===== src/rtl/spell_dbg_pkg.sv =====
// Shared types and constants for the SPELL debug-port sequencer.
package spell_dbg_pkg;

    typedef enum logic [2:0] {
        CMD_NOP   = 3'd0,
        CMD_WRITE = 3'd1,
        CMD_READ  = 3'd2,
        CMD_STEP  = 3'd3,
        CMD_RUN   = 3'd4,
        CMD_HALT  = 3'd5
    } cmd_t;

    typedef enum logic [2:0] {
        ST_IDLE,
        ST_SHIFT_W,
        ST_LOAD,
        ST_DUMP,
        ST_SHIFT_R,
        ST_STEP_PULSE,
        ST_WAIT_STOP,
        ST_RESP
    } state_t;

    localparam logic [1:0] SEL_PC     = 2'd0;
    localparam logic [1:0] SEL_SP     = 2'd1;
    localparam logic [1:0] SEL_OPCODE = 2'd2;
    localparam logic [1:0] SEL_TOS    = 2'd3;

    localparam int WORD_W = 8;

endpackage


===== src/rtl/spell_dbg_shifter.sv =====
// 8-bit MSB-first serializer/deserializer for the CPU debug register.
import spell_dbg_pkg::*;

module spell_dbg_shifter (
    input  logic              clk,
    input  logic              rst,
    input  logic              start_tx,
    input  logic              start_rx,
    input  logic [WORD_W-1:0] tx_data,
    input  logic              sdi,
    output logic              sdo,
    output logic              done,
    output logic [WORD_W-1:0] rx_word
);

    logic              tx_q, tx_d;
    logic              rx_q, rx_d;
    logic [WORD_W-1:0] shreg_q, shreg_d;
    logic [2:0]        cnt_q, cnt_d;

    always_comb begin
        tx_d    = tx_q;
        rx_d    = rx_q;
        shreg_d = shreg_q;
        cnt_d   = cnt_q;
        if (start_tx) begin
            tx_d    = 1'b1;
            rx_d    = 1'b0;
            shreg_d = tx_data;
            cnt_d   = 3'd0;
        end else if (start_rx) begin
            tx_d  = 1'b0;
            rx_d  = 1'b1;
            cnt_d = 3'd0;
        end else if (tx_q || rx_q) begin
            // tx shifts zeros in behind the data; rx captures the CPU's MSB
            shreg_d = {shreg_q[WORD_W-2:0], rx_q & sdi};
            cnt_d   = cnt_q + 3'd1;
            if (cnt_q == 3'd7) begin
                tx_d = 1'b0;
                rx_d = 1'b0;
            end
        end
    end

    always_ff @(posedge clk) begin
        if (rst) begin
            tx_q    <= 1'b0;
            rx_q    <= 1'b0;
            shreg_q <= '0;
            cnt_q   <= 3'd0;
        end else begin
            tx_q    <= tx_d;
            rx_q    <= rx_d;
            shreg_q <= shreg_d;
            cnt_q   <= cnt_d;
        end
    end

    assign sdo     = tx_q & shreg_q[WORD_W-1];
    assign done    = (tx_q || rx_q) && (cnt_q == 3'd7);
    // Includes the bit being sampled this cycle, so it is complete when done is high.
    assign rx_word = {shreg_q[WORD_W-2:0], sdi};

endmodule


===== src/rtl/spell_dbg_ctrl.sv =====
// Host-side sequencer turning register/step/run/halt commands into the
// SPELL CPU bit-serial load/dump protocol and run/step control lines.
import spell_dbg_pkg::*;

module spell_dbg_ctrl #(
    parameter int STEP_TIMEOUT = 255
) (
    input  logic        clk,
    input  logic        rst,
    input  logic        req_valid,
    output logic        req_ready,
    input  logic [2:0]  req_cmd,
    input  logic [1:0]  req_sel,
    input  logic [7:0]  req_data,
    output logic        rsp_valid,
    output logic [7:0]  rsp_data,
    output logic        rsp_err,
    output logic        cpu_run,
    output logic        cpu_step,
    output logic        cpu_load,
    output logic        cpu_dump,
    output logic        cpu_shift_in,
    output logic [1:0]  cpu_reg_sel,
    input  logic        cpu_sleep,
    input  logic        cpu_stop,
    input  logic        cpu_wait_delay,
    input  logic        cpu_shift_out
);

    localparam logic [15:0] TO_LAST = 16'(STEP_TIMEOUT - 1);

    state_t      state_q, state_d;
    logic        run_q, run_d;
    logic        err_q, err_d;
    logic [1:0]  sel_q, sel_d;
    logic [15:0] cnt_q, cnt_d;
    logic [7:0]  rdata_q, rdata_d;
    logic        ready_q, ready_d;
    logic        valid_q, valid_d;
    logic        rerr_q, rerr_d;
    logic        step_q, step_d;
    logic        load_q, load_d;
    logic        dump_q, dump_d;

    logic        start_tx, start_rx, sh_done;
    logic [7:0]  sh_word;
    logic        unused_wait_delay;

    assign unused_wait_delay = cpu_wait_delay;

    spell_dbg_shifter u_shifter (
        .clk      (clk),
        .rst      (rst),
        .start_tx (start_tx),
        .start_rx (start_rx),
        .tx_data  (req_data),
        .sdi      (cpu_shift_out),
        .sdo      (cpu_shift_in),
        .done     (sh_done),
        .rx_word  (sh_word)
    );

    always_comb begin
        state_d  = state_q;
        run_d    = run_q;
        err_d    = err_q;
        sel_d    = sel_q;
        cnt_d    = cnt_q;
        rdata_d  = rdata_q;
        start_tx = 1'b0;
        start_rx = 1'b0;
        case (state_q)
            ST_IDLE: begin
                if (req_valid && ready_q) begin
                    sel_d   = req_sel;
                    err_d   = 1'b0;
                    state_d = ST_RESP;
                    case (req_cmd)
                        CMD_NOP: ;
                        CMD_RUN: run_d = 1'b1;
                        CMD_WRITE: begin
                            if (run_q) err_d = 1'b1;
                            else begin
                                state_d  = ST_SHIFT_W;
                                start_tx = 1'b1;
                            end
                        end
                        CMD_READ: begin
                            if (run_q) err_d = 1'b1;
                            else state_d = ST_DUMP;
                        end
                        CMD_STEP: begin
                            if (run_q) err_d = 1'b1;
                            else state_d = ST_STEP_PULSE;
                        end
                        CMD_HALT: begin
                            run_d   = 1'b0;
                            cnt_d   = '0;
                            state_d = ST_WAIT_STOP;
                        end
                        default: err_d = 1'b1;
                    endcase
                end
            end
            ST_SHIFT_W: if (sh_done) state_d = ST_LOAD;
            ST_LOAD:    state_d = ST_RESP;
            ST_DUMP: begin
                start_rx = 1'b1;
                state_d  = ST_SHIFT_R;
            end
            ST_SHIFT_R: begin
                if (sh_done) begin
                    rdata_d = sh_word;
                    state_d = ST_RESP;
                end
            end
            ST_STEP_PULSE: begin
                cnt_d   = '0;
                state_d = ST_WAIT_STOP;
            end
            ST_WAIT_STOP: begin
                // A stop seen on the final counted cycle still wins over the timeout.
                if (cpu_stop || cpu_sleep) begin
                    err_d   = 1'b0;
                    state_d = ST_RESP;
                end else if (cnt_q == TO_LAST) begin
                    err_d   = 1'b1;
                    state_d = ST_RESP;
                end else begin
                    cnt_d = cnt_q + 16'd1;
                end
            end
            ST_RESP:  state_d = ST_IDLE;
            default:  state_d = ST_IDLE;
        endcase

        ready_d = (state_d == ST_IDLE);
        valid_d = (state_d == ST_RESP);
        rerr_d  = (state_d == ST_RESP) && err_d;
        step_d  = (state_d == ST_STEP_PULSE);
        load_d  = (state_d == ST_LOAD);
        dump_d  = (state_d == ST_DUMP);
    end

    always_ff @(posedge clk) begin
        if (rst) begin
            state_q <= ST_IDLE;
            run_q   <= 1'b0;
            err_q   <= 1'b0;
            sel_q   <= SEL_PC;
            cnt_q   <= '0;
            rdata_q <= '0;
            ready_q <= 1'b0;
            valid_q <= 1'b0;
            rerr_q  <= 1'b0;
            step_q  <= 1'b0;
            load_q  <= 1'b0;
            dump_q  <= 1'b0;
        end else begin
            state_q <= state_d;
            run_q   <= run_d;
            err_q   <= err_d;
            sel_q   <= sel_d;
            cnt_q   <= cnt_d;
            rdata_q <= rdata_d;
            ready_q <= ready_d;
            valid_q <= valid_d;
            rerr_q  <= rerr_d;
            step_q  <= step_d;
            load_q  <= load_d;
            dump_q  <= dump_d;
        end
    end

    assign req_ready   = ready_q;
    assign rsp_valid   = valid_q;
    assign rsp_data    = rdata_q;
    assign rsp_err     = rerr_q;
    assign cpu_run     = run_q;
    assign cpu_step    = step_q;
    assign cpu_load    = load_q;
    assign cpu_dump    = dump_q;
    assign cpu_reg_sel = sel_q;

endmodule


===== config.mk =====
export PLATFORM = sky130hd
export DESIGN_NAME = spell_dbg_ctrl
export DESIGN_NICKNAME = d
export VERILOG_FILES = /design/src/rtl/spell_dbg_pkg.sv /design/src/rtl/spell_dbg_shifter.sv /design/src/rtl/spell_dbg_ctrl.sv
export SDC_FILE = /design/constraint.sdc
export NUM_CORES = 1
export LEC_CHECK = 0
export ABC_AREA = 1
export CAP_MARGIN = 10
export CORE_MARGIN = 3
export CORE_UTILIZATION = 39
export CTS_CLUSTER_SIZE = 30
export DETAILED_ROUTE_END_ITERATION = 8
export GPL_TIMING_DRIVEN = 0
export PLACE_DENSITY_LB_ADDON = 0.1
export SYNTH_ARGS = -nofsm -noshare
export SYNTH_HDL_FRONTEND = slang
export SYNTH_SLANG_ARGS = --single-unit

===== constraint.sdc =====
create_clock -name clk -period 4 [get_ports clk]
set_clock_uncertainty 0.2 [all_clocks]
set_input_delay 0.4 -clock clk [delete_from_list [all_inputs] [get_ports clk]]
set_output_delay 0.4 -clock clk [all_outputs]
set_load 0.01 [all_outputs]

==> deck_impl_summary.md <==
Key Metrics from the Run

Timing
  – Worst Tran Pin Value: 0.5746 ns
  – Crit path time final: 1.955 ns
  – Fin crit share: 0.4889
  – Endpoints failing setup: 0
  – Relative slew slack: 0.6169
  – Max Fclk: 511.4 MHz
  – RSZ-0062 raised after global routing: no

Worst setup path
  – Worst Setup Start Kind: flip-flop
  – CP endpoint kind: flip-flop
  – Critical path class: reg -> reg
  – Maximum fanout along the worst path: 10

Synth
  – Synth unique cells: 30
  – Syn_area_per_cell: 6.526 um2
  – Post-Syn Area: 2571 um2
  – Yosys cell count: 394
  – Yosys reg bits: 50
  – Cells after Synth: 394
  – Top-area cell share: 0.3893
  – Sequential share of the synthesized area: 0.3893
  – Top area cell types: dfxtp_1 (39%), nand2_1 (15%), nor2_1 (12%)

Detailed routing
  – Drt drc: 0
  – Top Metal Used: met4
  – Post-route antenna net violation count: 0
  – Metal2 WL: 2.929 mm
  – Routed length on met3: 246 um

Clocking
  – Post-CTS Hold Buffers: 0
  – Postcts setup bufs: 0
  – # H-tree levels: 2
  – TritonCTS clock tree: built
  – Clk_lat worst skew: 0.32 ns
  – Clock Pin Slew Worst Setup and Hold Paths: 0.09 ns
  – Sink Count: 50

Power and ir drop
  – Psw: 0.4304 mW
  – Sequential power share: 0.437
  – VDD IR max: 0.0002164 V
  – Leakage Power: 1.196 nW
  – Sw frac: 0.3337
  – P per Cell Area: 410.5 nW/um2

Placement
  – HPWL after detailed placement: 4.638 mm
  – Area post-placement: 3025 um2
  – Placed Instances: 505
  – Routability Congestion: 0.8492

Status
  – Run status: complete, no violations

Global route
  – Global-route wire length before repair: 10.90 mm
  – Initial antenna violation count: 0
  – Vias in the first global route: 2478

Final layout
  – Final Net Count: 461
  – Commonest Layout Cell: nand2_1
  – Antenna cell count: 0
  – P&R area growth vs syn: 22.19%

Job
  – MaxCap Viol Count: 0
  – Tool warnings: 28

Floorplanning
  – # IOs: 38
  – Row Count: 28
  – Core ar.: 6166 um2
==> per-layer routing <==
| layer | up-vias | track usage |
|---|---|---|
| met3 | 9 | 0.03784 |
| met2 | 55 | 0.3078 |
| met1 | 1146 | 0.2225 |
| li1 | 1344 | - |
| met4 | 0 | 0.06974 |
| met5 | - | 0 |
==> power by group through the flow <==
stage               Combinational [mW]  Sequential (mW)  Clock, mW
floorplan                        0.240            0.577          0
global placement                 0.351            0.573          0
detailed placement               0.349            0.574          0
CTS                              0.354            0.563      0.387
global route                     0.396            0.569      0.408
finish                           0.351            0.563      0.376
==> worst paths after layout <==
check                startpoint                 end  slack, ns  cells past startpoint
max reg2reg  u_shifter.cnt_q[0]           rsp_valid       2.04                      9
min          u_shifter.cnt_q[2]  u_shifter.cnt_q[2]       0.28                      2
max          u_shifter.cnt_q[0]           rsp_valid       2.04                      9
min reg2reg  u_shifter.cnt_q[2]  u_shifter.cnt_q[2]       0.28                      2
==> final cells by class <==
type                            count  area (um2)
Buffer                              9       53.80
Clock buffer                        5       68.82
Clock inverter                      3       47.55
Fill cell                         630        3024
Inverter                           39       146.4
Multi-Input combinational cell    296        1370
Sequential cell                    50        1001
Tap cell                           75       93.84
Timing Repair Buffer               36       360.3
==> cells in the mapped netlist, drive strengths merged <==
| cell type | number |
|---|---|
| a21oi | 35 |
| a31oi | 3 |
| and2 | 1 |
| buf | 5 |
| clkbuf | 4 |
| clkinv | 1 |
| dfxtp | 50 |
| ha | 4 |
| inv | 38 |
| nand2 | 105 |
| nand3 | 15 |
| nand4 | 8 |
| nor2 | 85 |
| nor3 | 3 |
| o211ai | 1 |
| o21ai | 25 |
| o21bai | 2 |
| o22ai | 1 |
| or2 | 1 |
| xnor2 | 3 |
| xor2 | 4 |
==> per-stage QoR <==
| step | setup WS, ns | hold WS, ns | util | power (mW) |
|---|---|---|---|---|
| 2_1_floorplan | 2.348 | 0.2480 | - | 0.8161 |
| 3_3_place_gp | 1.728 | 0.2568 | 0.4907 | 0.9242 |
| 3_5_place_dp | 1.724 | 0.2666 | 0.4907 | 0.9238 |
| 4_1_cts | 2.032 | 0.2810 | 0.5095 | 1.304 |
| 5_1_grt | 1.901 | 0.2939 | 0.5095 | 1.373 |
| 6_report | 2.045 | 0.2833 | 0.5095 | 1.290 |
==> logic make-up after synthesis <==
kind of cell | count (synthesis) | share of synthesized area
adders and majority gates | 4 | 0.01947
AOI/OAI and AO/OA | 67 | 0.1353
and+or+nand+nor | 218 | 0.3543
DFF | 50 | 0.3893
buffers and inverters | 48 | 0.07785
xor gates and xnor gates | 7 | 0.02384
==> flip-flops by register name (all words and copies together) (netlist names), 2 cells and up <==
register / count
cnt_q: 16
state_q: 3
cpu_reg_sel: 2
u_shifter.shreg_q: 8
rsp_data: 8
u_shifter.cnt_q: 3
==> critical path: stages (launching register included) <==
cell and delay (ns):
dfxtp_1 0.34, ha_1 0.21, ha_1 0.20, nand2_1 0.16, nor2_4 0.09, nor2_1 0.13
and2_1 0.18, nand3_2 0.13, nand2_1 0.12, nor2_1 0.05
io_placement.png
Scale: 3 px per um. Pins as bars across the die edge, other pins in gray.
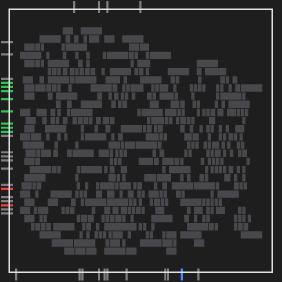
Green marks req_data, pins 8, direction input, edge west. Red marks req_sel, pins 2, direction input, edge west. Blue marks rsp_err, pins 1, direction output, edge south.
All pins by edge: 23 west, 11 south, 4 north.
Chip Width: 87.20 um
IO Port Bufs: 36
height of the die: 87.20 um

wires.png
Scale: 4 px per um.
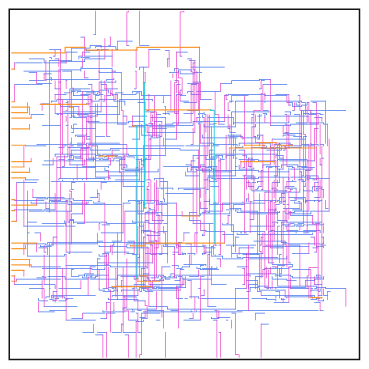
Orange marks metal 3, wire length 246 um. Magenta marks metal 2, wire length 2930 um. Blue marks metal 1, wire length 2920 um. Cyan marks metal 4, wire length 146 um.
detailed-route via count: 2554
GRT Total Usage: 0.1807
DRT Wirelength: 6.238 mm
Routed wire per std cell: 12.16 um

Power and IR drop assume default switching activity.
